`src/rtl/control_pa5000_pkg.sv`:
```
// rtl/control_pa5000_pkg.sv - state, mux and coefficient codes plus decode helpers for control_pa5000
package control_pa5000_pkg;

   typedef enum logic [3:0] {
      ST_IDLE  = 4'd0,
      ST_F0    = 4'd1,
      ST_F1    = 4'd2,
      ST_F2    = 4'd3,
      ST_Y0    = 4'd4,
      ST_Y1    = 4'd5,
      ST_Y2    = 4'd6,
      ST_SHIFT = 4'd7,
      ST_DONE  = 4'd8
   } state_t;

   localparam logic [2:0] MS_UK  = 3'd0;
   localparam logic [2:0] MS_FK  = 3'd1;
   localparam logic [2:0] MS_FK1 = 3'd2;
   localparam logic [2:0] MS_FK2 = 3'd3;
   localparam logic [2:0] MS_YK  = 3'd4;

   localparam logic [1:0] K0 = 2'd0;
   localparam logic [1:0] K1 = 2'd1;
   localparam logic [1:0] K2 = 2'd2;
   localparam logic [1:0] K3 = 2'd3;

   localparam logic [1:0] MZ_ZERO = 2'd0;
   localparam logic [1:0] MZ_FK   = 2'd1;
   localparam logic [1:0] MZ_YK   = 2'd2;

   typedef struct packed {
      logic       en1;
      logic       en2;
      logic       en3;
      logic       en4;
      logic [2:0] mux_s;
      logic [1:0] mux_c;
      logic [1:0] mux_z;
      logic       ready;
      logic       done;
   } ctrl_t;

   function automatic state_t next_state(state_t s, logic start);
      case (s)
         ST_IDLE:  next_state = start ? ST_F0 : ST_IDLE;
         ST_F0, ST_F1, ST_F2, ST_Y0, ST_Y1, ST_Y2, ST_SHIFT:
                   next_state = state_t'(s + 4'd1);
         ST_DONE:  next_state = ST_IDLE;
         default:  next_state = ST_IDLE;
      endcase
   endfunction

   // Per-state control word; anything not listed leaves every enable and select at 0.
   function automatic ctrl_t decode(state_t s);
      ctrl_t c;
      c = '0;
      case (s)
         ST_IDLE:  c.ready = 1'b1;
         ST_F0:    begin c.en2 = 1'b1; c.mux_s = MS_UK;  c.mux_c = K0; c.mux_z = MZ_ZERO; end
         ST_F1:    begin c.en2 = 1'b1; c.mux_s = MS_FK1; c.mux_c = K2; c.mux_z = MZ_FK;   end
         ST_F2:    begin c.en2 = 1'b1; c.mux_s = MS_FK2; c.mux_c = K3; c.mux_z = MZ_FK;   end
         ST_Y0:    begin c.en1 = 1'b1; c.mux_s = MS_FK;  c.mux_c = K0; c.mux_z = MZ_ZERO; end
         ST_Y1:    begin c.en1 = 1'b1; c.mux_s = MS_FK1; c.mux_c = K1; c.mux_z = MZ_YK;   end
         ST_Y2:    begin c.en1 = 1'b1; c.mux_s = MS_FK2; c.mux_c = K0; c.mux_z = MZ_YK;   end
         ST_SHIFT: begin c.en3 = 1'b1; c.en4 = 1'b1; end
         ST_DONE:  c.done = 1'b1;
         default:  c = '0;
      endcase
      return c;
   endfunction

endpackage

```
`src/rtl/control_pa5000_if.sv`:
```
// rtl/control_pa5000_if.sv - strobe and datapath control bundle between tick source, control_pa5000 and datapath
interface control_pa5000_if;
   logic       start;
   logic       en1;
   logic       en2;
   logic       en3;
   logic       en4;
   logic [2:0] muxS;
   logic [1:0] muxC;
   logic [1:0] muxZ;
   logic       ready;
   logic       done;
   logic       overrun;

   modport master (
      output start,
      input  en1, en2, en3, en4, muxS, muxC, muxZ, ready, done, overrun
   );

   modport slave (
      input  start,
      output en1, en2, en3, en4, muxS, muxC, muxZ, ready, done, overrun
   );
endinterface

```
`src/rtl/control_pa5000.sv`:
```
// rtl/control_pa5000.sv - micro-sequencer driving the 5000 Hz high-pass IIR datapath, one sample per strobe
module control_pa5000
   import control_pa5000_pkg::*;
(
   input  logic          i_clk,
   input  logic          i_reset,
   control_pa5000_if.slave bus
);

   state_t r_state;
   ctrl_t  r_ctrl;
   logic   r_overrun;
   state_t w_next;

   assign w_next = next_state(r_state, bus.start);

   // Outputs are registered from the next state, so they always match the state register.
   always_ff @(posedge i_clk) begin
      if (i_reset) begin
         r_state   <= ST_IDLE;
         r_ctrl    <= decode(ST_IDLE);
         r_overrun <= 1'b0;
      end else begin
         r_state <= w_next;
         r_ctrl  <= decode(w_next);
         if (bus.start && (r_state != ST_IDLE))
            r_overrun <= 1'b1;
      end
   end

   assign bus.en1     = r_ctrl.en1;
   assign bus.en2     = r_ctrl.en2;
   assign bus.en3     = r_ctrl.en3;
   assign bus.en4     = r_ctrl.en4;
   assign bus.muxS    = r_ctrl.mux_s;
   assign bus.muxC    = r_ctrl.mux_c;
   assign bus.muxZ    = r_ctrl.mux_z;
   assign bus.ready   = r_ctrl.ready;
   assign bus.done    = r_ctrl.done;
   assign bus.overrun = r_overrun;

endmodule

```
`src/flat_wrapper.sv`:
```
// flat-port wrapper written by rule: the top's interface ports become plain ports
module control_pa5000_flat import control_pa5000_pkg::*;
  (i_clk, i_reset, bus_start, bus_en1, bus_en2, bus_en3, bus_en4, bus_muxS, bus_muxC, bus_muxZ, bus_ready, bus_done, bus_overrun);
  control_pa5000_if bus_i ();
  input  logic i_clk;
  input  logic i_reset;
  input wire logic [$bits(bus_i.start)-1:0] bus_start;
  output wire logic [$bits(bus_i.en1)-1:0] bus_en1;
  output wire logic [$bits(bus_i.en2)-1:0] bus_en2;
  output wire logic [$bits(bus_i.en3)-1:0] bus_en3;
  output wire logic [$bits(bus_i.en4)-1:0] bus_en4;
  output wire logic [$bits(bus_i.muxS)-1:0] bus_muxS;
  output wire logic [$bits(bus_i.muxC)-1:0] bus_muxC;
  output wire logic [$bits(bus_i.muxZ)-1:0] bus_muxZ;
  output wire logic [$bits(bus_i.ready)-1:0] bus_ready;
  output wire logic [$bits(bus_i.done)-1:0] bus_done;
  output wire logic [$bits(bus_i.overrun)-1:0] bus_overrun;
  assign bus_i.start = bus_start;
  assign bus_en1 = bus_i.en1;
  assign bus_en2 = bus_i.en2;
  assign bus_en3 = bus_i.en3;
  assign bus_en4 = bus_i.en4;
  assign bus_muxS = bus_i.muxS;
  assign bus_muxC = bus_i.muxC;
  assign bus_muxZ = bus_i.muxZ;
  assign bus_ready = bus_i.ready;
  assign bus_done = bus_i.done;
  assign bus_overrun = bus_i.overrun;
  control_pa5000 u_core (.i_clk(i_clk), .i_reset(i_reset), .bus(bus_i));
endmodule
```
`config.mk`:
```
export PLATFORM = sky130hd
export DESIGN_NAME = control_pa5000_flat
export DESIGN_NICKNAME = d
export VERILOG_FILES = /design/src/rtl/control_pa5000_pkg.sv /design/src/rtl/control_pa5000_if.sv /design/src/rtl/control_pa5000.sv /design/src/flat_wrapper.sv
export SDC_FILE = /design/constraint.sdc
export NUM_CORES = 1
export LEC_CHECK = 0
export ABC_AREA = 1
export CAP_MARGIN = 20
export CORE_ASPECT_RATIO = 1.1
export CORE_MARGIN = 2
export CORE_UTILIZATION = 45
export CTS_CLUSTER_SIZE = 12
export DETAILED_ROUTE_END_ITERATION = 7
export GPL_TIMING_DRIVEN = 0
export PLACE_DENSITY_LB_ADDON = 0.25
export SYNTH_ARGS = -nofsm -noshare
export SYNTH_HDL_FRONTEND = slang
export SYNTH_SLANG_ARGS = --single-unit
```
`constraint.sdc`:
```
create_clock -name i_clk -period 2.6 [get_ports i_clk]
set_input_delay 0.39 -clock i_clk [delete_from_list [all_inputs] [get_ports i_clk]]
set_output_delay 0.39 -clock i_clk [all_outputs]
set_load 0.005 [all_outputs]
```
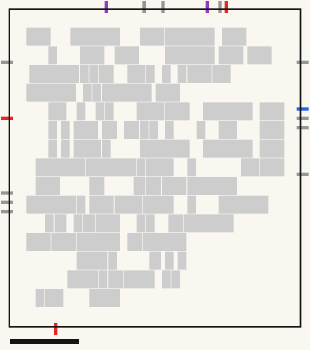
(ports around the boundary)
Bar = 10 um. Pins as bars across the die edge, other pins in gray.
`bus_en1` -> blue  # pins 1, direction output, edge right
`bus_muxS` -> red  # pins 3, direction output, edge 1 left, 1 top, 1 bottom
`bus_muxC` -> purple  # pins 2, direction output, edge top
all pins by edge = 6 top, 5 right, 5 left, 1 bottom
port bufs: 15
DIE HEIGHT: 46.0 um
Horiz. Die Dim: 42.2 um

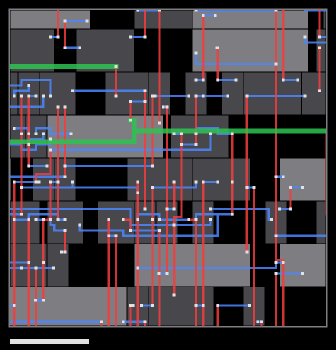
(close-up of the layout)
Bar = 5 um. Region (11, 22) to (31, 42) um. Cells in gray, sequential cells in the stronger gray; small squares are vias.
met1 -> blue
met3 -> green
met2 -> red
cells with their middle in the window = 33
netlist names of flops here include = `u_core.bus.muxZ` (2)
most frequent = inv_1 (7), nand2_1 (5), dfxtp_1 (4)
sequential cells in the window = 4

==> summary.json <==
{
  "r2r_start": {"value": "u_core.r_state[0]$_SDFF_PP0_"},
  "layout_worst_path_cycle_share": {"value": 0.613},
  "number_of_max_slew_violations_in_the_final_report": {"value": 0},
  "synthTopLogicFamily": {"value": "simple AND/OR/NAND/NOR gates"},
  "timing.reg2reg.worst_path_depth": {"value": 9},
  "run_status": {"value": "finished, final reports clean"},
  "hold_path_startpoint": {"value": "u_core.bus.overrun$_SDFFE_PP0P_"},
  "postSynthAreaPerCell": {"value": 8.93, "unit": "um^2"},
  "drt_drc_violations_left": {"value": 0},
  "max_cap_viol_count": {"value": 0},
  "synth.mux.area_fraction": {"value": 0},
  "area_growth": {"value": 27.3, "unit": "%"},
  "cellLeakagePower": {"value": 0.000454, "unit": "uW"},
  "synthesis.area": {"value": 723, "unit": "um^2"},
  "n_antenna_cell": {"value": 0},
  "cts-hold-fix-buffers": {"value": 0},
  "timing.setup.tns": {"value": 0, "unit": "ns"},
  "latest_clock_arrival_within_the_worst_skew_pair": {"value": 0.28, "unit": "ns"},
  "chip_area": {"value": 1940, "unit": "um^2"},
  "hpwl": {"value": 960, "unit": "um"},
  "std_cell_rows": {"value": 15},
  "grt_first_pass_wirelength": {"value": 2090, "unit": "um"},
  "fin_util": {"value": 0.598},
  "postSynthRegisterBits": {"value": 15},
  "yosysUniqueCellTypes": {"value": 18},
  "met3_usage": {"value": 0.0714},
  "and_or_nand_nor_cells_area_fraction": {"value": 0.389},
  "mi_logic_area": {"value": 340, "unit": "um^2"},
  "adder_share": {"value": 0.0692},
  "rsz0062_at_grt": {"value": "false"},
  "fraction_of_final_layout_cells_with_drive_strength_greater_than_1": {"value": 0.270},
  "finalNetCount": {"value": 108},
  "average_vias_per_placed_instance": {"value": 4.46},
  "synth-cells-yosys": {"value": 81},
  "final_period_minus_worst_setup_slack": {"value": 1.59, "unit": "ns"},
  "area.sequential": {"value": 300, "unit": "um^2"},
  "hold_viol_final": {"value": 0},
  "lay_top_cells": {"value": "inv_1, clkdlybuf4s50_1, dfxtp_1"},
  "timing.clock.skew": {"value": 0.00230, "unit": "ns"},
  "number_of_antenna_violations_at_the_first_check_in_global_routing": {"value": 0},
  "critical_path_arrival": {"value": 1.20, "unit": "ns"},
  "routed_wire_length_per_instance": {"value": 10.0, "unit": "um"},
  "total_power": {"value": 470, "unit": "uW"},
  "ys_area": {"value": 723, "unit": "um^2"},
  "cts_repair_resize_count": {"value": 0},
  "num_cts_buffers": {"value": 3},
  "crit_end": {"value": "bus_muxZ[0]"},
  "hold_end": {"value": "u_core.bus.overrun$_SDFFE_PP0P_"},
  "register_share_after_synthesis": {"value": 0.415},
  "synth_nets": {"value": 88},
  "core_util_floorplan": {"value": 0.470},
  "final.fill_count": {"value": 148},
  "core_area": {"value": 1540, "unit": "um^2"},
  "critical_path.endpoint_type": {"value": "output pin"},
  "final_number_of_setup_violating_endpoints": {"value": 0},
  "grt_start_max_net_pins": {"value": 9},
  "critical_path_required": {"value": 2.21, "unit": "ns"},
  "drtPass1Iterations": {"value": 3},
  "log.warning_count": {"value": 29},
  "clock_transition_at_the_registers_of_the_reported_paths": {"value": 0.08, "unit": "ns"},
  "largest_reg_flops": {"value": 4},
  "dp.cells": {"value": 113},
  "overflow_left_after_global_routing": {"value": 0},
  "maxClockFrequency": {"value": 627, "unit": "MHz"},
  "cts_tree": {"value": "yes"},
  "number_of_placed_i_o_pins": {"value": 17},
  "post_syn_instances": {"value": 81},
  "clock_sinks": {"value": 15},
  "busiest_layer": {"value": "met2"},
  "gp_routability_congestion": {"value": 0.788},
  "timing.hold.worst_path_depth": {"value": 2},
  "synth.cellmix.xorXnorShare": {"value": 0},
  "yosysWarningCount": {"value": 0},
  "routed_wl": {"value": 1170, "unit": "um"},
  "largest_register": {"value": "u_core.r_state"},
  "post_cts_buffers": {"value": 0},
  "regToRegSetupSlack": {"value": 1.09, "unit": "ns"},
  "clk_path_buf_depth": {"value": 2},
  "dr_total_vias": {"value": 522},
  "critical_path.reg2reg.endpoint": {"value": "u_core.bus.muxC[0]$_SDFF_PP0_"},
  "clock_tree.htree_level_count": {"value": 1},
  "drtAntennaViolNets": {"value": 0},
  "cts_root_buffer": {"value": "clkbuf_4"},
  "path_category_of_the_worst_min_delay_check": {"value": "register to register"},
  "vdd_drop_max": {"value": 0.000382, "unit": "V"}
}
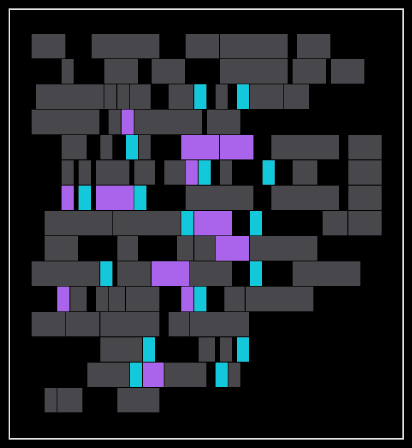
(gate-type map)
inverters -> cyan  # cells 16, most used inv_1
NOR gates -> purple  # cells 12, most used nor2_1
filler-free cell count of the finished design: 117
multi-input logic portion of the cell area: 0.370

[per-stage QoR]
step	setup slack, ns	instance area (um^2)
2_1_floorplan	1.28	723
3_3_place_gp	0.973	895
3_5_place_dp	0.943	895
4_1_cts	0.989	921
5_1_grt	0.910	921
6_report	1.01	921
[routing by layer]
layer  vias up  wire length [um]  share of wire
li1        276                 -              -
met1       233               493           0.42
met2        13               614           0.52
met3         0                66          0.056
met4         0                 0              0
met5         -                 0              0
[synthesized netlist by cell type]
| master | number | share of area |
|---|---|---|
| a21oi_1 | 1 | 0.0069 |
| buf_4 | 3 | 0.031 |
| conb_1 | 1 | 0.0052 |
| dfxtp_1 | 15 | 0.42 |
| ha_1 | 4 | 0.069 |
| inv_1 | 15 | 0.078 |
| inv_2 | 1 | 0.0052 |
| nand2_1 | 12 | 0.062 |
| nand2_2 | 6 | 0.052 |
| nand3_1 | 3 | 0.021 |
| nand3_2 | 4 | 0.055 |
| nand3_4 | 2 | 0.048 |
| nand4_1 | 1 | 0.0087 |
| nand4_2 | 1 | 0.017 |
| nor2_1 | 5 | 0.026 |
| nor2_2 | 1 | 0.0087 |
| nor2_4 | 4 | 0.062 |
| nor3_2 | 2 | 0.028 |
[cell type report]
type                    count  area share
plain buffers               3      0.0245
flip-flops and latches     15       0.326
multi-input cells          47       0.370
well taps                  17      0.0231
clock buffers               4      0.0285
repair buffers             15       0.163
inverters                  16      0.0652
[critical path, stage by stage (launching register included)]
cell and delay, ns:
dfxtp_1 0.34, buf_4 0.10, clkdlybuf4s50_1 0.49
[power breakdown]
part	internal, uW	total [uW]	leakage, uW	switching (uW)
clock	59.6	130	0.0000150	70.0
sequential	241	247	0.000122	5.91
combinational	40.9	93.6	0.000317	52.6
Power is estimated from default activity; no workload was simulated.
